==> config.mk <==
export PLATFORM = sky130hd
export DESIGN_NAME = sr_flop_bank
export DESIGN_NICKNAME = d
export VERILOG_FILES = /design/src/rtl/sr_flop_bank.sv
export SDC_FILE = /design/constraint.sdc
export NUM_CORES = 1
export LEC_CHECK = 0
export ABC_AREA = 1
export CAP_MARGIN = 25
export CORE_MARGIN = 2
export CORE_UTILIZATION = 45
export CTS_CLUSTER_DIAMETER = 30
export CTS_CLUSTER_SIZE = 20
export DETAILED_ROUTE_END_ITERATION = 6
export PLACE_DENSITY = 0.77
export SYNTH_ARGS = -nofsm -noshare
export SYNTH_HDL_FRONTEND = slang
export SYNTH_SLANG_ARGS = --single-unit
==> constraint.sdc <==
create_clock -name clk -period 1.6 [get_ports clk]
set_input_delay 0.4 -clock clk [delete_from_list [all_inputs] [get_ports clk]]
set_output_delay 0.4 -clock clk [all_outputs]
set_load 0.05 [all_outputs]
==> src/rtl/sr_flop_bank.sv <==
// Bank of independent clocked SR flip-flops with a shared enable, a configurable S=R=1 policy,
// sticky conflict flags, a saturating conflict counter and a registered change pulse.
module sr_flop_bank #(
  parameter int unsigned WIDTH         = 8,
  parameter int unsigned CONFLICT_MODE = 0,
  parameter bit          RESET_VAL     = 1'b0,
  parameter int unsigned CNT_W         = 8
) (
  input  logic             clk,
  input  logic             rst,
  input  logic             en,
  input  logic [WIDTH-1:0] s,
  input  logic [WIDTH-1:0] r,
  input  logic             clr_conflict,
  output logic [WIDTH-1:0] q,
  output logic [WIDTH-1:0] qbar,
  output logic [WIDTH-1:0] conflict,
  output logic [CNT_W-1:0] conflict_cnt,
  output logic [WIDTH-1:0] changed
);

  localparam logic [CNT_W-1:0] CntMax = '1;
  localparam logic [CNT_W-1:0] CntOne = CNT_W'(1);

  logic [WIDTH-1:0] both;
  logic [WIDTH-1:0] q_d;
  logic [WIDTH-1:0] q_prev;
  logic [WIDTH-1:0] conflict_d;
  logic [CNT_W-1:0] cnt_d;
  logic             hit;

  assign qbar = ~q;
  assign both = s & r;
  assign hit  = en & (|both);

  always_comb begin
    q_d = q;
    if (en) begin
      // Non-conflicting channels resolve here; conflicting ones come out 0 and are patched below.
      q_d = (q & ~r) | (s & ~r);
      case (CONFLICT_MODE)
        1:       q_d = q_d;
        2:       q_d = q_d | both;
        3:       q_d = q_d | (both & ~q);
        default: q_d = q_d | (both & q);
      endcase
    end
  end

  always_comb begin
    // A fresh conflict beats a simultaneous clear.
    conflict_d = (clr_conflict ? '0 : conflict) | (en ? both : '0);
    cnt_d      = conflict_cnt;
    if (hit) begin
      if (clr_conflict) begin
        cnt_d = CntOne;
      end else if (conflict_cnt != CntMax) begin
        cnt_d = conflict_cnt + CntOne;
      end
    end else if (clr_conflict) begin
      cnt_d = '0;
    end
  end

  always_ff @(posedge clk or negedge rst) begin
    if (!rst) begin
      q            <= {WIDTH{RESET_VAL}};
      q_prev       <= {WIDTH{RESET_VAL}};
      conflict     <= '0;
      conflict_cnt <= '0;
      changed      <= '0;
    end else begin
      q            <= q_d;
      q_prev       <= q;
      conflict     <= conflict_d;
      conflict_cnt <= cnt_d;
      // Compares the two most recent q values, so the pulse trails the q update by one edge.
      changed      <= q ^ q_prev;
    end
  end

endmodule

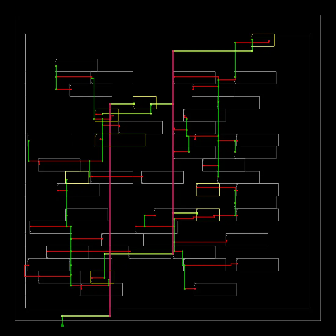
Figure 1: run 1, clock nets.
flop count: 40
clk_skew: 0.002760 ns
clk sink count: 40

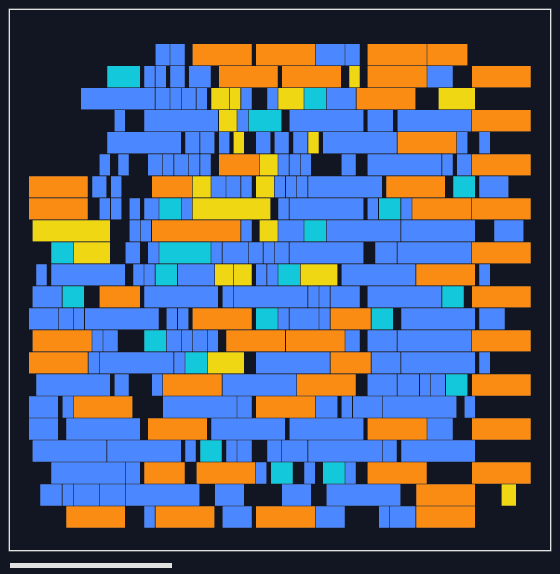
Figure 2: run 1, drive-strength map.
Bar = 20 microns.
_6 and larger: shown in orange, cells 49, share 18%. _3 and _4 cells: shown in cyan, cells 21, share 7.9%. _2 cells: shown in yellow, cells 20, share 7.5%. _0 and _1 cells: shown in blue, cells 177, share 66%.

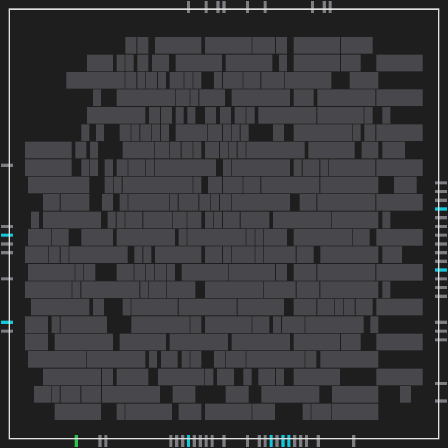
Figure 3: run 1, ports around the boundary.
Pins as bars across the die edge, other pins in gray.
`clk`: shown in green, pins 1, direction input, edge bottom. `r`: shown in cyan, pins 8, direction input, edge 4 bottom, 2 left, 2 right.
All pins by edge: 24 bottom, 19 right, 9 top, 8 left.

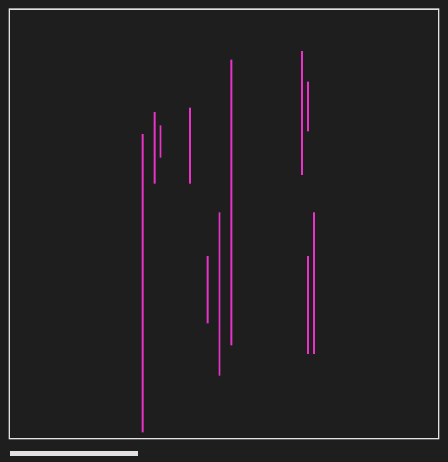
Figure 4: run 1, metal 4.
Bar = 20 microns.
The layer holds 4.2% of the routed length. The layer carries 216 microns of wire.

==> impl_metrics.ini, run 1 <==
; physical design summary
[clock_tree]
htreeDepth = 2
ctsHoldBuffers = 0
numCtsBuffers = 5
clk_latency_ns = 0.30
cts_root_buffer = clkbuf_8
clk_pin_slew_ns = 0.08
cts-resized-gates = 0
post_cts_buffers = 0
cts_buffer_depth = 2
cts_tree = yes

[final_timing]
report.final.hold_viol_count = 0
setup_viol = 0
holdWs_ns = 0.01238
finalSetupTns_ns = 0
slew_headroom_pct = 69.06
fmax_mhz = 664.6
tightestPinTransition_ns = 0.4634
period_minus_slack_ns = 1.505
slew_violations = 0
setup_ws_ns = 0.09530
rsz0062_at_grt = no
finalClockPeriodUsage_pct = 94.04

[placed_design]
io_buffers = 59
post-dp-hpwl_microns = 3787
placed_area_sq_mm = 0.002943
dpl.cell_count = 307
pre_cts_slack_ns = -0.1181
gp_congestion = 0.9023

[die]
num_rows = 22
io-pin-count = 60
die_w_microns = 66.73
core_sq_mm = 0.003716
fp.dieH_microns = 66.73
die_area_sq_mm = 0.004452
initial_core_util_pct = 47.64

[layout]
drive_gt1_share_pct = 33.71
final_util_pct = 82.59
antenna_cells = 0
comb_area_sq_um = 678.2
fin_area_sq_mm = 0.003069
area_delta_synth_final_pct = 73.36
num-nets-final = 287
fill_cells = 184
flop_area_sq_mm = 0.001003
instances_no_fill = 315

[drt]
final_antenna_net_count = 0
drt_iter0_drc = 90
firstDrtPassIters = 7
wl_microns = 5176
vias = 1668
vias_per_cell = 5.295
drc = 0
routedWlPerCell_microns = 16.43

[pwr]
power_density_mw_per_mm2 = 1209
switchingPower_mw = 1.305
ir_drop_uv = 931.9
p_int_mw = 2.407
p_total_mw = 3.712
p_sw_share_pct = 35.15
combPwrFrac_pct = 39.8
p_seq_share_pct = 35.7
pwr-share-clk_pct = 24.5
p_leak_nw = 1.445

[synth]
yosys_cells = 185
synth-edff-count = 0
ys_chip_area_sq_mm = 0.001770
ys_seq_share_pct = 56.54
syn_avg_cell_area_sq_um = 9.570
synthArstFlopShare_pct = 100.0
ys_warn_count = 0
syn_area_sq_mm = 0.001770
yosysUniqueCellTypes = 25
synth_cells = 185
syn-num-nets = 206
numSynthFlops = 40
synth_top_flop_cell = dfrtp_1

[min_path]
hold_class = in2async

[critical_path]
r2r_cells = 7
worstPathRequired_ns = 1.20
crit_arrival_ns = 1.10
cp-start-kind = register
cp_max_fo = 6
r2r_setup_slack_ns = 0.14
cp-end-kind = primary output
crit_type = reg2out

[job]
drv_cap = 0
warning_count = 26

[global_routing]
grt_antenna_before_repair = 0
grt_max_degree = 25
grt_pass1_wl_microns = 8694
track_usage_pct = 27.74
grt_overflow = 0
grt_pass1_vias = 1767

[run_status]
status = complete, no violations
==> run 1: synthesized netlist by cell type, types with 2 or more instances <==
master	instances	area [sq um]
buf_6	2	22.52
dfrtp_1	40	1001
inv_1	12	45.04
inv_2	4	15.01
nand2_1	43	161.4
nand2_2	5	31.28
nand3_1	16	80.08
nor2_1	16	60.06
nor2_2	3	18.77
o21ai_1	16	80.08
o31ai_1	4	30.03
o31ai_2	4	50.05
xor2_1	8	70.07
==> run 1: cells by family after synthesis <==
group	Yosys count	share of synthesized area, %
AND/OR/NAND/NOR	87	22.40
flip-flops	40	56.54
AND-OR/OR-AND	28	10.74
buffers and inverters	20	5.158
XOR/XNOR	9	4.453
adder cells (fa/ha/maj)	1	0.7066
==> run 1: state kept, by name, summed over array words and instances, names as in the netlist <==
name,flops
q,8
q_prev,8
conflict,8
changed,8
conflict_cnt,8
==> run 1: critical path, cell delays in order, from the launching register on <==
cell and delay (ns):
dfrtp_1 0.51, inv_1 0.13, buf_12 0.17
==> run 1: final timing paths <==
path / start / endpoint
min in group clk: q_prev[0] / changed[0]
min reg2reg: q_prev[0] / changed[0]
max in group asynchronous: rst / conflict_cnt[1]
max: q[3] / qbar[3]
min: rst / q_prev[1]
max reg2reg: conflict_cnt[1] / conflict_cnt[2]
==> run 1: area by class of cell <==
| class | count | area share (%) |
|---|---|---|
| inverter | 16 | 1.957 |
| clock inverter | 1 | 0.9784 |
| sequential | 40 | 32.69 |
| multi-input combinational | 125 | 22.10 |
| clock buffer | 7 | 3.139 |
| timing repair buffer | 78 | 37.18 |
| tap | 48 | 1.957 |
==> run 1: power by group through the flow <==
stage               logic (mW)  registers [mW]  clock network (mW)
floorplan                0.281            1.67                   0
global placement          1.44            1.34                   0
detailed placement        1.48            1.35                   0
CTS                       1.49            1.33               0.923
global route              1.54            1.34               0.969
finish                    1.48            1.33               0.909
==> run 1: per-layer routing <==
metal	vias up	GRT usage, %	part of all wire (%)
met5	-	0	0
met4	0	14.80	4.2
met3	24	6.588	4.7
met2	70	50.00	54
met1	811	29.71	37
li1	763	-	-
==> run 1: layout by cell type (no fill, tap or decap) <==
cell type	instances
nand3_1	16
xnor2_1	1
o2111ai_1	1
buf_4	18
o21bai_1	1
o31ai_2	4
nor2_4	1
inv_2	4
clkdlybuf4s50_1	18
dfrtp_2	2
a31o_2	1
dfrtp_1	38
a21oi_1	1
nand3_4	1
nor3_1	1
buf_2	1
xor2_1	8
nor2_2	3
clkbuf_8	7
o31ai_1	4
nand2_2	5
o21ai_1	16
nor2_1	16
buf_12	41
nand2_4	1
inv_1	12
nand2_1	43
bufinv_16	1
ha_1	1
Figure 5. Routed clock nets over the placement (run 1).
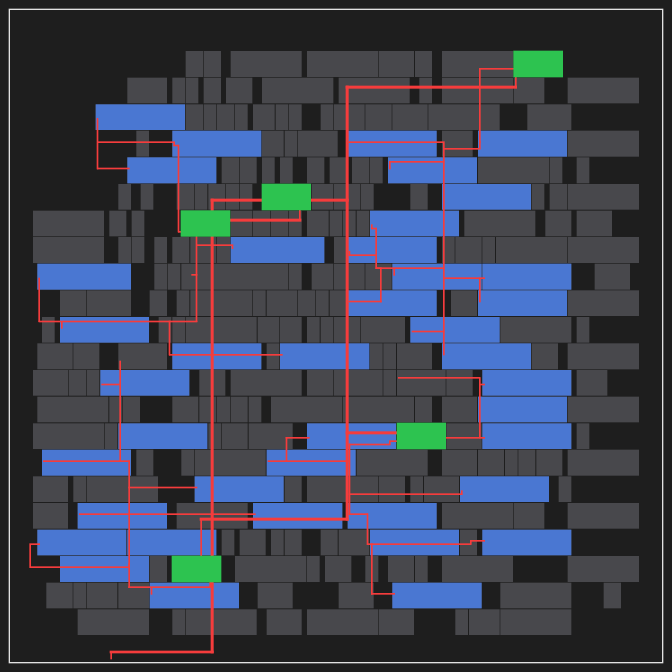

## Run 2: what changed since run 1
--- a/config.mk
+++ b/config.mk
@@ -6,7 +6,8 @@
 export NUM_CORES = 1
 export LEC_CHECK = 0
 export ABC_AREA = 1
-export CAP_MARGIN = 25
+export CAP_MARGIN = 20
+export CORE_ASPECT_RATIO = 1.5
 export CORE_MARGIN = 2
 export CORE_UTILIZATION = 45
 export CTS_CLUSTER_DIAMETER = 30
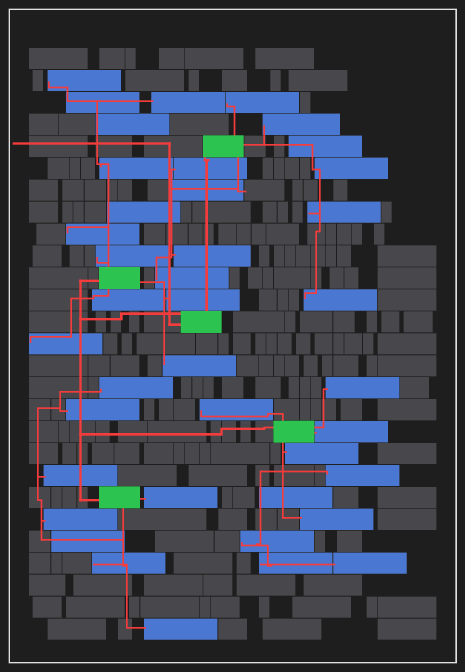
Figure 6: run 2, routed clock nets over the placement.
flip-flops: shown in blue, count 40. clock wires: shown in red, length 437 microns. clock drivers: shown in green, count 5.
There are 6 routed clock nets.

==> run 2 against run 1 <==
Via count down 1.2%; count of clock-buffer cells in the layout is the same; non-clock buffer count unchanged; clock skew rose by 0.0018 ns; cell count is 1.6% lower; maximum frequency increased by 0.72%; largest power group unchanged.
==> impl_metrics.ini, run 2 <==
; physical design summary
[run_status]
status = complete, no violations

[critical_path]
cp-end-kind = primary output
slowest_delay_ns = 0.50
crit_type = reg2out
r2r_cells = 8
r2r_end = conflict_cnt[7]
crit_path_cell_trace = inv_1 > buf_12
cp_max_fo = 6
worstPathRequired_ns = 1.20
timing.rr.start = conflict_cnt[1]
cp-start-kind = register
crit_arrival_ns = 1.09

[drt]
drc = 0
routedWlPerCell_microns = 15.06
wl_microns = 4670
drt_iter0_drc = 42
vias = 1648

[die]
fp.dieH_microns = 80.82
die_area_sq_mm = 0.004462
num_rows = 27
io-pin-count = 60
core_sq_mm = 0.003716

[synth]
synthTopCellsByArea = dfrtp_1 57%, nand2_1 9.1%, nand3_1 4.5%
synthArstFlopShare_pct = 100.0
ys_seq_share_pct = 56.54
netlist.top_cell.by_area = dfrtp_1
synth-edff-count = 0
yosysMostFrequentCell = nand2_1
syn_avg_cell_area_sq_um = 9.570
ys_chip_area_sq_mm = 0.001770
top_cells_by_count = 43 x nand2_1, 40 x dfrtp_1, 16 x nand3_1, 16 x nor2_1, 16 x o21ai_1
syn_area_sq_mm = 0.001770
yosysUniqueCellTypes = 25
synth_top_flop_cell = dfrtp_1
numSynthFlops = 40
top_area_share_pct = 56.54

[placed_design]
placed_area_sq_mm = 0.002937
dpl.cell_count = 302
post-dp-hpwl_microns = 3415
gp_congestion = 0.8447

[pwr]
ir_drop_uv = 1233
p_leak_nw = 1.445
power_density_mw_per_mm2 = 1202

[final_timing]
period_minus_slack_ns = 1.494
slew_violations = 0
setup_viol = 0
finalClockPeriodUsage_pct = 93.37
fmax_mhz = 669.4
report.final.hold_viol_count = 0
setup_ws_ns = 0.1061
skew_ns = 0.004536

[layout]
area_delta_synth_final_pct = 73.00
final_common_cell = nand2_1
antenna_cells = 0
drive_gt1_share_pct = 33.71
num-nets-final = 287
fin_area_sq_mm = 0.003063

[clock_tree]
clk_latency_ns = 0.29
cts-resized-gates = 0
htreeDepth = 2
cts_root_buffer = clkbuf_8
clk_pin_slew_ns = 0.07
post_cts_buffers = 0
cts_buffer_depth = 2

[global_routing]
grt_pass1_vias = 1770
track_usage_pct = 22.70

[job]
warning_count = 26

[min_path]
hold_class = in2async
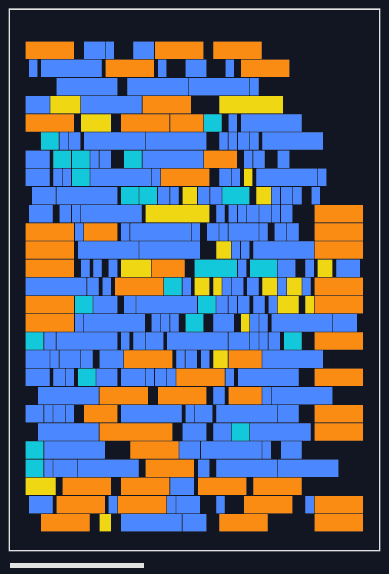
Figure 7: run 2, drive-strength map.
Bar = 20 microns.
_2 cells: shown in yellow, cells 20, share 7.5%. _0 and _1 cells: shown in blue, cells 177, share 66%. _3 and _4 cells: shown in cyan, cells 21, share 7.9%. _6 and larger: shown in orange, cells 49, share 18%.

[run 2: critical path: cells and delay by family (launching register included)]
family | cells | cell delay [ns]
buffers and inverters | 2 | 0.30
DFF | 1 | 0.50
[run 2: worst max path at each step]
stage	start	to	slack, ns	cells after the start
floorplan	conflict_cnt[1]	conflict_cnt[7]	0.15	8
global placement	s[4]	conflict_cnt[1]	-0.04	9
detailed placement	s[2]	conflict_cnt[7]	-0.15	9
CTS	q[1]	qbar[1]	0.09	2
global route	q[6]	qbar[6]	0.05	2
finish	q[1]	qbar[1]	0.11	2
[run 2: logic make-up after synthesis]
| logic type | count (synthesis) | share of synthesized area [%] |
|---|---|---|
| compound gates | 28 | 10.74 |
| xor+xnor | 9 | 4.453 |
| fa+ha+maj | 1 | 0.7066 |
| buf+inv | 20 | 5.158 |
| flops | 40 | 56.54 |
| simple gates | 87 | 22.40 |
[run 2: cell type report]
| cell class | instances | area, sq um | share of cell area (%) |
|---|---|---|---|
| multi-input combinational | 125 | 678.2 | 22.14 |
| timing repair buffer | 78 | 1141 | 37.25 |
| clock buffer | 7 | 96.34 | 3.145 |
| clock inverter | 1 | 30.03 | 0.9804 |
| tap | 43 | 53.80 | 1.757 |
| inverter | 16 | 60.06 | 1.961 |
| sequential | 40 | 1003 | 32.76 |
[run 2: layer usage]
metal | vias up | track usage [%] | wire length [microns]
li1 | 761 | - | -
met1 | 806 | 23.47 | 1593
met2 | 65 | 42.98 | 2678
met3 | 16 | 5.096 | 265
met4 | 0 | 10.98 | 131
met5 | - | 0 | 0
[run 2: power breakdown]
group	leakage [nW]	switching (mW)	internal [mW]	total (mW)
logic	0.887	0.770	0.700	1.47
registers	0.494	0.169	1.16	1.33
clock network	0.0645	0.337	0.550	0.887
total	1.45	1.28	2.41	3.68
[run 2: through the flow]
stage / utilization, % / power [mW] / hold slack [ns]
2_1_floorplan: - / 1.954 / 0.1044
3_3_place_gp: 79.02 / 2.786 / 0.3819
3_5_place_dp: 79.02 / 2.821 / 0.3835
4_1_cts: 82.42 / 3.713 / 0.06730
5_1_grt: 82.42 / 3.810 / 0.08035
6_report: 82.42 / 3.683 / 0.05718
Figure 8. Metal 4 (run 2).
Bar = 20 microns.
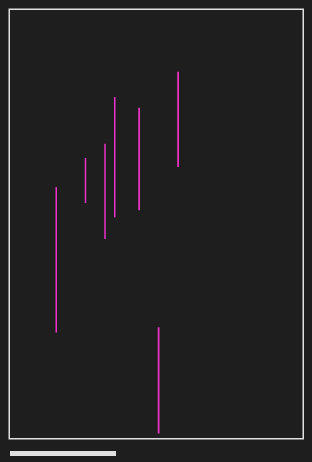

## Run 3: what changed since run 2
--- a/config.mk
+++ b/config.mk
@@ -13,7 +13,7 @@
 export CTS_CLUSTER_DIAMETER = 30
 export CTS_CLUSTER_SIZE = 20
 export DETAILED_ROUTE_END_ITERATION = 6
-export PLACE_DENSITY = 0.77
+export PLACE_DENSITY = 0.79
 export SYNTH_ARGS = -nofsm -noshare
 export SYNTH_HDL_FRONTEND = slang
 export SYNTH_SLANG_ARGS = --single-unit
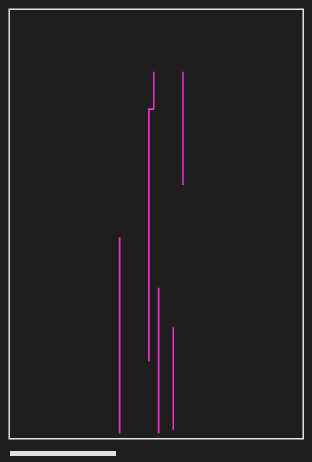
Figure 9: run 3, metal 4.
Bar = 20 microns.
The layer holds 3.5% of the routed length. The layer carries 159 microns of wire. 5 nets have wire on it.

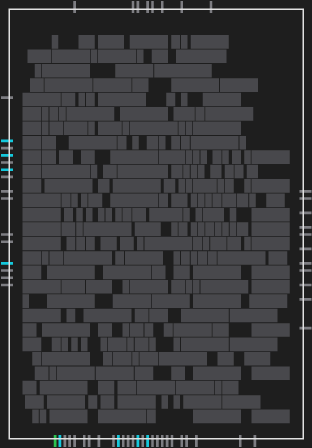
Figure 10: run 3, ports around the boundary.
Pins as bars across the die edge, other pins in gray.
`r`: shown in cyan, pins 8, direction input, edge 4 bottom, 4 left. `clk`: shown in green, pins 1, direction input, edge bottom.

==> run 3 against run 2 <==
Largest power group unchanged; largest cell class unchanged; synthesized cell count stayed put; maximum frequency fell by 0.43%; highest routed layer unchanged; combinational power hardly changed; via count shrank 1.5%; clock skew shrank 0.00081 ns; sequential share of layout area rose by 0.17 points.
==> impl_metrics.ini, run 3 <==
; physical design summary
[critical_path]
crit_family = flip-flops
critPathSlowestCell = dfrtp_1
path_buffers = 2
cp_max_fo = 6
cp-start-kind = register
crit_type = reg2out
crit_path_cell_trace = inv_1 > buf_12
crit_arrival_ns = 1.10
worstPathRequired_ns = 1.20

[layout]
final_common_cell = nand2_1
antenna_cells = 0
num-nets-final = 289
lay_top_cells = 43 x nand2_1, 40 x buf_12, 38 x dfrtp_1
area_delta_synth_final_pct = 72.08
fin_area_sq_mm = 0.003047
comb_area_sq_um = 678.2

[synth]
syn_avg_cell_area_sq_um = 9.570
synthArstFlopShare_pct = 100.0
yosysMostFrequentCell = nand2_1
yosysUniqueCellTypes = 25
yosys_cells = 185
synth_top_flop_cell = dfrtp_1
synthTopCellsByArea = dfrtp_1 57%, nand2_1 9.1%, nand3_1 4.5%
top_area_share_pct = 56.54
syn-num-nets = 206
syn_area_sq_mm = 0.001770
numSynthFlops = 40
ys_seq_share_pct = 56.54
netlist.top_cell.by_area = dfrtp_1

[drt]
drt_iter0_drc = 31
drc = 0
route.met2.wl_microns = 2568
routedWlPerCell_microns = 14.55
vias = 1624
met1_length_microns = 1587
firstDrtPassIters = 4
vias_per_cell = 5.205
routed.top_layer = met4
final_antenna_net_count = 0

[final_timing]
finalSetupTns_ns = 0
period_minus_slack_ns = 1.500
slew_violations = 0
tightestPinTransition_ns = 0.4984
holdWs_ns = 0.1400
setup_viol = 0
slew_headroom_pct = 66.77
setup_ws_ns = 0.09957
fmax_mhz = 666.5

[clock_tree]
cts_buffer_depth = 2
htreeDepth = 2
clk_latency_ns = 0.30
ctsHoldBuffers = 0
cts.sink_count = 40
numCtsBuffers = 5
cts-resized-gates = 0
cts_tree = yes
clk_pin_slew_ns = 0.08
cts_root_buffer = clkbuf_8

[placed_design]
pre_cts_slack_ns = -0.1368
post-dp-hpwl_microns = 3432
gp_congestion = 0.8336
io_buffers = 59
placed_area_sq_mm = 0.002939

[die]
initial_core_util_pct = 47.64
io-pin-count = 60
die_area_sq_mm = 0.004462
die_w_microns = 55.22
fp.dieH_microns = 80.82

[job]
drv_cap = 0
warning_count = 26

[run_status]
status = complete, no violations

[pwr]
p_total_mw = 3.612
power_density_mw_per_mm2 = 1185
p_leak_nw = 1.440

[global_routing]
track_usage_pct = 22.81
run 3: cell counts after synthesis:
No cell type changed its count.
run 3: logic make-up after synthesis:
group	synth area share, %
adders and majority gates	0.7066
buffers and inverters	5.158
and+or+nand+nor	22.40
DFF	56.54
xor gates and xnor gates	4.453
AOI/OAI and AO/OA	10.74
run 3: per-layer routing:
layer	global-route usage [%]	vias to the layer above
li1	-	767
met1	24.53	780
met2	42.02	64
met3	3.981	13
met4	12.93	0
met5	0	-
run 3: path summary, 6_finish.rpt:
check	endpoint	slack, ns	cells after the start
max	qbar[5]	0.1	2
min	conflict[1]	0.14	2
max reg2reg	conflict_cnt[1]	0.16	8
min reg2reg	changed[7]	0.44	1
max in group asynchronous	conflict_cnt[1]	1.08	2
min in group clk	changed[7]	0.44	1
run 3: layout make-up:
class	instances	share of cell area [%]
Clock inverter	2	1.150
Tap cell	43	1.766
Sequential cell	40	32.94
Clock buffer	6	2.382
Inverter	16	1.971
Timing Repair Buffer	80	37.54
Multi-Input combinational cell	125	22.26
run 3: power breakdown:
| part | switching, mW | internal (mW) | leakage [nW] |
|---|---|---|---|
| Sequential | 0.173 | 1.16 | 0.494 |
| Clock | 0.354 | 0.463 | 0.0552 |
| Combinational | 0.766 | 0.699 | 0.891 |
run 3: through the flow:
| step | cells | utilization (%) |
|---|---|---|
| 5_1_grt | 312 | 81.99 |
| 3_3_place_gp | 304 | 79.09 |
| 4_1_cts | 312 | 81.99 |
| 2_1_floorplan | 185 | - |
| 6_report | 312 | 81.99 |
| 3_5_place_dp | 304 | 79.09 |
Power is estimated from default activity; no workload was simulated.
